===== src/rtl/ad9911_pkg.sv =====
// Shared definitions for the AD9911 configuration sequencer: register map,
// FSM states, the latched request record and register data formatting.
package ad9911_pkg;

    localparam logic [7:0] ADDR_CSR   = 8'h00;
    localparam logic [7:0] ADDR_CTW0  = 8'h04;
    localparam logic [7:0] ADDR_CPOW0 = 8'h05;
    localparam logic [7:0] ADDR_ACR   = 8'h06;

    localparam int ACR_MULT_EN_BIT = 12;

    typedef enum logic [2:0] {
        ST_IDLE,
        ST_SEL,
        ST_REQ,
        ST_WAIT,
        ST_FIN,
        ST_ABORT
    } state_t;

    typedef struct packed {
        logic [3:0]  wr_en;
        logic [31:0] ftw;
        logic [13:0] pow;
        logic [9:0]  asf;
    } cfg_req_t;

    // Write slot index 0..3 maps to CSR, CTW0, CPOW0, ACR in issue order.
    function automatic logic [7:0] reg_addr_of(input logic [1:0] idx);
        case (idx)
            2'd0:    return ADDR_CSR;
            2'd1:    return ADDR_CTW0;
            2'd2:    return ADDR_CPOW0;
            default: return ADDR_ACR;
        endcase
    endfunction

    function automatic logic [31:0] reg_data_of(input logic [1:0] idx,
                                                input logic [3:0] ch_en,
                                                input cfg_req_t   req);
        logic [31:0] d;
        d = '0;
        case (idx)
            2'd0:    d = {24'b0, ch_en, 4'b0000};
            2'd1:    d = req.ftw;
            2'd2:    d = {18'b0, req.pow};
            default: begin
                d = {22'b0, req.asf};
                d[ACR_MULT_EN_BIT] = 1'b1;
            end
        endcase
        return d;
    endfunction

endpackage


===== src/rtl/ad9911_hs_timer.sv =====
// Saturating handshake-phase timer; expired stays high once the limit is
// reached until the next clear.
module ad9911_hs_timer #(
    parameter int TIMEOUT_CYC = 1023
) (
    input  logic CLK,
    input  logic RESET_N,
    input  logic clr,
    input  logic tick,
    output logic expired
);

    localparam int W = $clog2(TIMEOUT_CYC + 1);
    localparam logic [W-1:0] LIMIT = W'(TIMEOUT_CYC);

    logic [W-1:0] cnt;

    always_ff @(posedge CLK or negedge RESET_N) begin
        if (!RESET_N)
            cnt <= '0;
        else if (clr)
            cnt <= '0;
        else if (tick && cnt != LIMIT)
            cnt <= cnt + W'(1);
    end

    assign expired = (cnt == LIMIT);

endmodule


===== src/rtl/ad9911_cfg_seq.sv =====
// Issues the enabled AD9911 channel register writes one at a time over the
// serial writer's TR/OVER handshake, then pulses DONE or ERR.
module ad9911_cfg_seq
    import ad9911_pkg::*;
#(
    parameter int         TIMEOUT_CYC = 1023,
    parameter logic [3:0] CSR_CH_EN   = 4'b0001
) (
    input  logic        CLK,
    input  logic        RESET_N,
    input  logic        START,
    input  logic [3:0]  WR_EN,
    input  logic [31:0] FTW,
    input  logic [13:0] POW,
    input  logic [9:0]  ASF,
    input  logic        OVER,
    output logic        TR,
    output logic [7:0]  REG_ADDR,
    output logic [31:0] DATA_IN,
    output logic        BUSY,
    output logic        DONE,
    output logic        ERR
);

    state_t   state, state_nxt;
    cfg_req_t req;
    logic [2:0] ptr;
    logic       sel_found;
    logic [1:0] sel_idx;
    logic       tmr_clr, tmr_tick, tmr_expired;

    // Lowest enabled slot at or above the pointer.
    always_comb begin
        sel_found = 1'b0;
        sel_idx   = 2'd0;
        for (int i = 0; i < 4; i++) begin
            if (!sel_found && req.wr_en[i] && 3'(i) >= ptr) begin
                sel_found = 1'b1;
                sel_idx   = 2'(i);
            end
        end
    end

    assign tmr_clr  = (state == ST_SEL) || (state == ST_REQ && !OVER);
    assign tmr_tick = (state == ST_REQ) || (state == ST_WAIT);

    ad9911_hs_timer #(.TIMEOUT_CYC(TIMEOUT_CYC)) u_timer (
        .CLK     (CLK),
        .RESET_N (RESET_N),
        .clr     (tmr_clr),
        .tick    (tmr_tick),
        .expired (tmr_expired)
    );

    always_ff @(posedge CLK or negedge RESET_N) begin
        if (!RESET_N)
            state <= ST_IDLE;
        else
            state <= state_nxt;
    end

    // A handshake that progresses on the same cycle the timer expires wins.
    always_comb begin
        state_nxt = state;
        case (state)
            ST_IDLE:  if (START) state_nxt = ST_SEL;
            ST_SEL:   state_nxt = sel_found ? ST_REQ : ST_FIN;
            ST_REQ: begin
                if (!OVER)            state_nxt = ST_WAIT;
                else if (tmr_expired) state_nxt = ST_ABORT;
            end
            ST_WAIT: begin
                if (OVER)             state_nxt = ST_SEL;
                else if (tmr_expired) state_nxt = ST_ABORT;
            end
            ST_FIN:   state_nxt = ST_IDLE;
            ST_ABORT: state_nxt = ST_IDLE;
            default:  state_nxt = ST_IDLE;
        endcase
    end

    always_comb begin
        TR   = (state == ST_REQ);
        BUSY = (state != ST_IDLE);
        DONE = (state == ST_FIN);
        ERR  = (state == ST_ABORT);
    end

    always_ff @(posedge CLK or negedge RESET_N) begin
        if (!RESET_N) begin
            req      <= '0;
            ptr      <= '0;
            REG_ADDR <= '0;
            DATA_IN  <= '0;
        end else begin
            case (state)
                ST_IDLE: if (START) begin
                    req <= '{wr_en: WR_EN, ftw: FTW, pow: POW, asf: ASF};
                    ptr <= '0;
                end
                ST_SEL: if (sel_found) begin
                    ptr      <= {1'b0, sel_idx};
                    REG_ADDR <= reg_addr_of(sel_idx);
                    DATA_IN  <= reg_data_of(sel_idx, CSR_CH_EN, req);
                end
                ST_WAIT: if (OVER) ptr <= ptr + 3'd1;
                default: ;
            endcase
        end
    end

endmodule


===== config.mk =====
export PLATFORM = sky130hd
export DESIGN_NAME = ad9911_cfg_seq
export DESIGN_NICKNAME = d
export VERILOG_FILES = /design/src/rtl/ad9911_pkg.sv /design/src/rtl/ad9911_hs_timer.sv /design/src/rtl/ad9911_cfg_seq.sv
export SDC_FILE = /design/constraint.sdc
export NUM_CORES = 1
export LEC_CHECK = 0
export CAP_MARGIN = 25
export CORE_UTILIZATION = 52
export CTS_CLUSTER_SIZE = 20
export DETAILED_ROUTE_END_ITERATION = 10
export GPL_TIMING_DRIVEN = 0
export PLACE_DENSITY = 0.94
export SYNTH_ARGS = -nofsm -noshare
export SYNTH_HDL_FRONTEND = slang
export SYNTH_SLANG_ARGS = --single-unit
export TNS_END_PERCENT = 50

===== constraint.sdc =====
create_clock -name CLK -period 4.45 [get_ports CLK]
set_input_delay 0.445 -clock CLK [delete_from_list [all_inputs] [get_ports CLK]]
set_output_delay 0.445 -clock CLK [all_outputs]
set_load 0.05 [all_outputs]

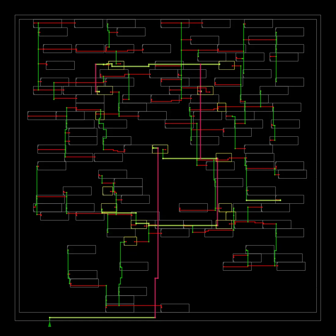
*Clock routing*
Num CTS Buffers: 9
clock latency reported for the late side of the worst-skew pair: 0.38 ns
clock sink count: 111
number of clock buffer instances in the layout: 9

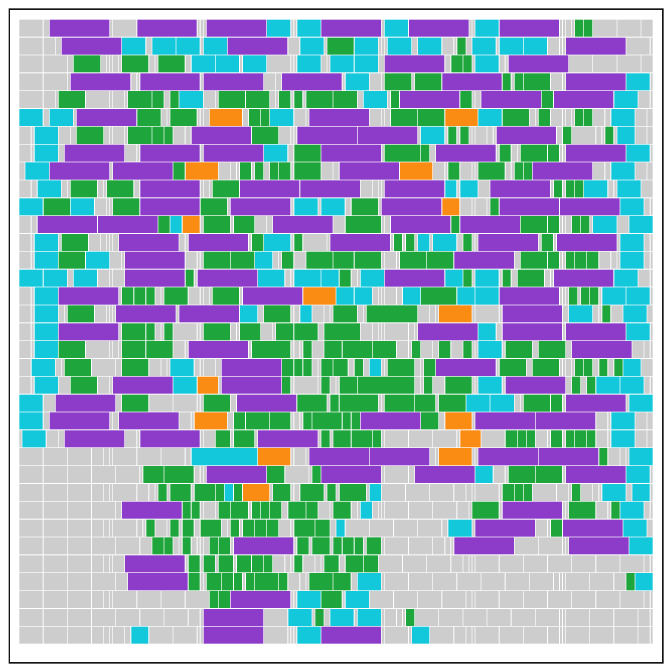
*Cell classes on the final placement*
Fill, decap, tap and diode cells in grey.
class	colour	cells	share of their area
clock drivers and dummy loads	orange	15	2.9%
remaining logic cells	green	279	32%
remaining buffers and delay cells	cyan	131	20%
registers	purple	111	45%
Core Region: 0.00920 mm2
area of all placed cells without fillers: 0.00630 mm2

==> impl_metrics.toml <==
# synthesis and place-and-route metrics
[pwr]
power.combinational.fraction_pct = 50.2
switching_share_pct = 43.7
intPower_mw = 2.61
post-layout-total-power_mw = 4.63
seq_power_share_pct = 37.5
vdd.ir_drop.worst_v = 0.000347
leakagePower_nw = 2.76
pwr_density_cell_mw_per_mm2 = 735
clock_power_share_pct = 12.3

[detailed_routing]
first_iter_violations = 210
vias_per_cell = 5.63
drt_first_pass_iters = 5
remaining_drc_errors = 0
routed_wl_um = 11200
num_vias = 3640
routed_len_inst_um = 17.3
antenna_left = 0

[clock_network]
ctsRootBufferMaster = "sky130_fd_sc_hd__clkbuf_8"
cts_setup_buffers = 0
clock_path_buffers = 2
holdBufCountCts = 0
worst_setup_hold_path_clk_slew_ns = 0.10
cts-htree-levels = 3
tritoncts = "done"
post_cts.resized_instances = 0

[floorplanning]
chipArea_mm2 = 0.00987
die_x_um = 99.3
boundary_pin_count = 108
die_height_um = 99.3
core.rowCount = 35
floorplanUtilization_pct = 53.6

[logic_synthesis]
ys_ff = 111
syn_inst = 414
synthSimpleGateAreaFrac_pct = 13.4
dominant_kind_of_combinational_cell = "multiplexers"
synth_seq_share_pct = 56.4
ys_top_cells_by_count = "sky130_fd_sc_hd__dfrtp_1, sky130_fd_sc_hd__nand2_1, sky130_fd_sc_hd__mux2_2"
edff_count_synth = 0
post_synth_mux_area_share_pct = 14.1
ys_cells = 414
xor_area_share_pct = 1.07
synth_cell_type_count = 53
count_leader_synth = "sky130_fd_sc_hd__dfrtp_1"
synth-adder-area-share_pct = 1.02
synth-main-ff-cell = "sky130_fd_sc_hd__dfrtp_1"
synth.yosys.chip_area_mm2 = 0.00493
proportion_of_register_bits_with_asynchronous_set_or_reset_after_synthesis_pct = 100
synth_area_mm2 = 0.00493
synth_top_cell_by_area = "sky130_fd_sc_hd__dfrtp_1"
top_cells_by_area = "sky130_fd_sc_hd__dfrtp_1, sky130_fd_sc_hd__mux2_2, sky130_fd_sc_hd__nand2_1"
synthAoiAreaFrac_pct = 9.35
syn_avg_cell_area_um2 = 11.9

[layout]
utilization_pct = 68.6
areaGrowthSynthToFinish_pct = 28.0
layout_top_cell = "sky130_fd_sc_hd__dfrtp_1"
most-common-layout-cells = "sky130_fd_sc_hd__dfrtp_1, sky130_fd_sc_hd__clkdlybuf4s50_1, sky130_fd_sc_hd__nand2_1"
num-nets-final = 600
antennaDiodeCount = 0

[critical_path]
reg2reg_from = "ptr[0]"
worstSetupStartpoint = "state[0]"
worst-endpoint-arrival_ns = 2.18
r2r_end = "DATA_IN[30]"
cp_cell_sequence = "clkbuf_1, and3b_1, clkdlybuf4s50_1"
cp_slowest_cell = "sky130_fd_sc_hd__clkdlybuf4s50_1"
worst_r2r_path_depth = 9
timing.critical_path.from_type = "flop"
path_delay_family = "buffers and inverters"
worst-r2r-setup-slack_ns = 2.19
worst_path_max_fanout = 10
critical_path_buf_inv_count = 2
capturing_element_of_the_worst_setup_path = "ERR"
timing_worst_setup_path_type = "flop to output port"
critical_path.endpoint_type = "output port"
slowest_delay_ns = 0.80
required_ns = 4.01

[job]
count_of_maximum_capacitance_violations = 0
tool_warnings = 28

[final_timing]
setup_violating_endpoint_count_in_the_final_report = 0
max_freq_mhz = 381
clock_skew_ns = 0.0147
final_hold_viol_count = 0
max-slew-margin-rel_pct = 57.4
post-route-period-util_pct = 59.0
report.final.slew_viol_count = 0
post-route-min-period_ns = 2.63
timing_worst_slew_pin_value_ns = 0.640

[run_status]
outcome = "finished, final reports clean"

[grt]
vias_in_the_first_global_route = 3801
grt_antenna_before_repair = 0
grt_usage_pct = 24.0
maximum_number_of_pins_on_one_net_before_global_route_repair = 65
grt_first_pass_wirelength_um = 18200

[min_path]
timing.hold.worst.class = "input port to asynchronous set/reset pin"

[placed_design]
globalplace.congestion = 0.889
dp_hpwl_um = 8190
## cells by family (layout without fill, tap and decap cells)
| kind of cell | after synthesis | after routing |
|---|---|---|
| muxes | 62 | 62 |
| buffers and inverters | 36 | 154 |
| AOI/OAI and AO/OA | 56 | 56 |
| xor gates and xnor gates | 6 | 6 |
| adders and majority gates | 4 | 4 |
| DFF | 111 | 111 |
| other | 1 | 5 |
| and+or+nand+nor | 138 | 138 |
## sequential cells by signal, summed over array words and instances (netlist names)
signal and flops:
req 60, DATA_IN 32, u_timer.cnt 10, REG_ADDR 3
ptr 3, state 3
## per-layer routing
| metal | vias up | global-route usage (%) | share of wire (%) |
|---|---|---|---|
| met4 | 0 | 10.9 | 2.9 |
| li1 | 1688 | - | - |
| met3 | 25 | 4.43 | 5.2 |
| met1 | 1791 | 30.7 | 42 |
| met2 | 136 | 40.2 | 50 |
| met5 | - | 0 | 0 |
## layout make-up
cell class	instances	area (um2)	area share, %
Buffer	28	196	3.12
Clock buffer	9	124	1.96
Clock inverter	6	55.1	0.873
Inverter	8	30.0	0.476
Multi-Input combinational cell	271	1940	30.7
Sequential cell	111	2780	44.1
Tap cell	111	139	2.20
Timing Repair Buffer	103	1050	16.6
## through the flow
stage               std cells  cell area [um2]  TNS (ns)  hold slack [ns]  setup WS, ns
floorplan                 418             4940         0            0.149          2.23
global placement          631             6100   -116.58            0.448         -1.06
detailed placement        632             6130         0            0.460          2.21
CTS                       647             6300         0           0.0915          1.80
global route              647             6300         0            0.126          1.70
finish                    647             6300         0           0.0824          1.82
## power groups by stage
stage	Clock [mW]	Sequential, mW	Combinational, mW
2_1_floorplan	0	2.11	1.23
3_3_place_gp	0	1.71	2.24
3_5_place_dp	0	1.75	2.33
4_1_cts	0.579	1.73	2.34
5_1_grt	0.619	1.79	2.50
6_report	0.569	1.74	2.33
Power is estimated from default activity; no workload was simulated.
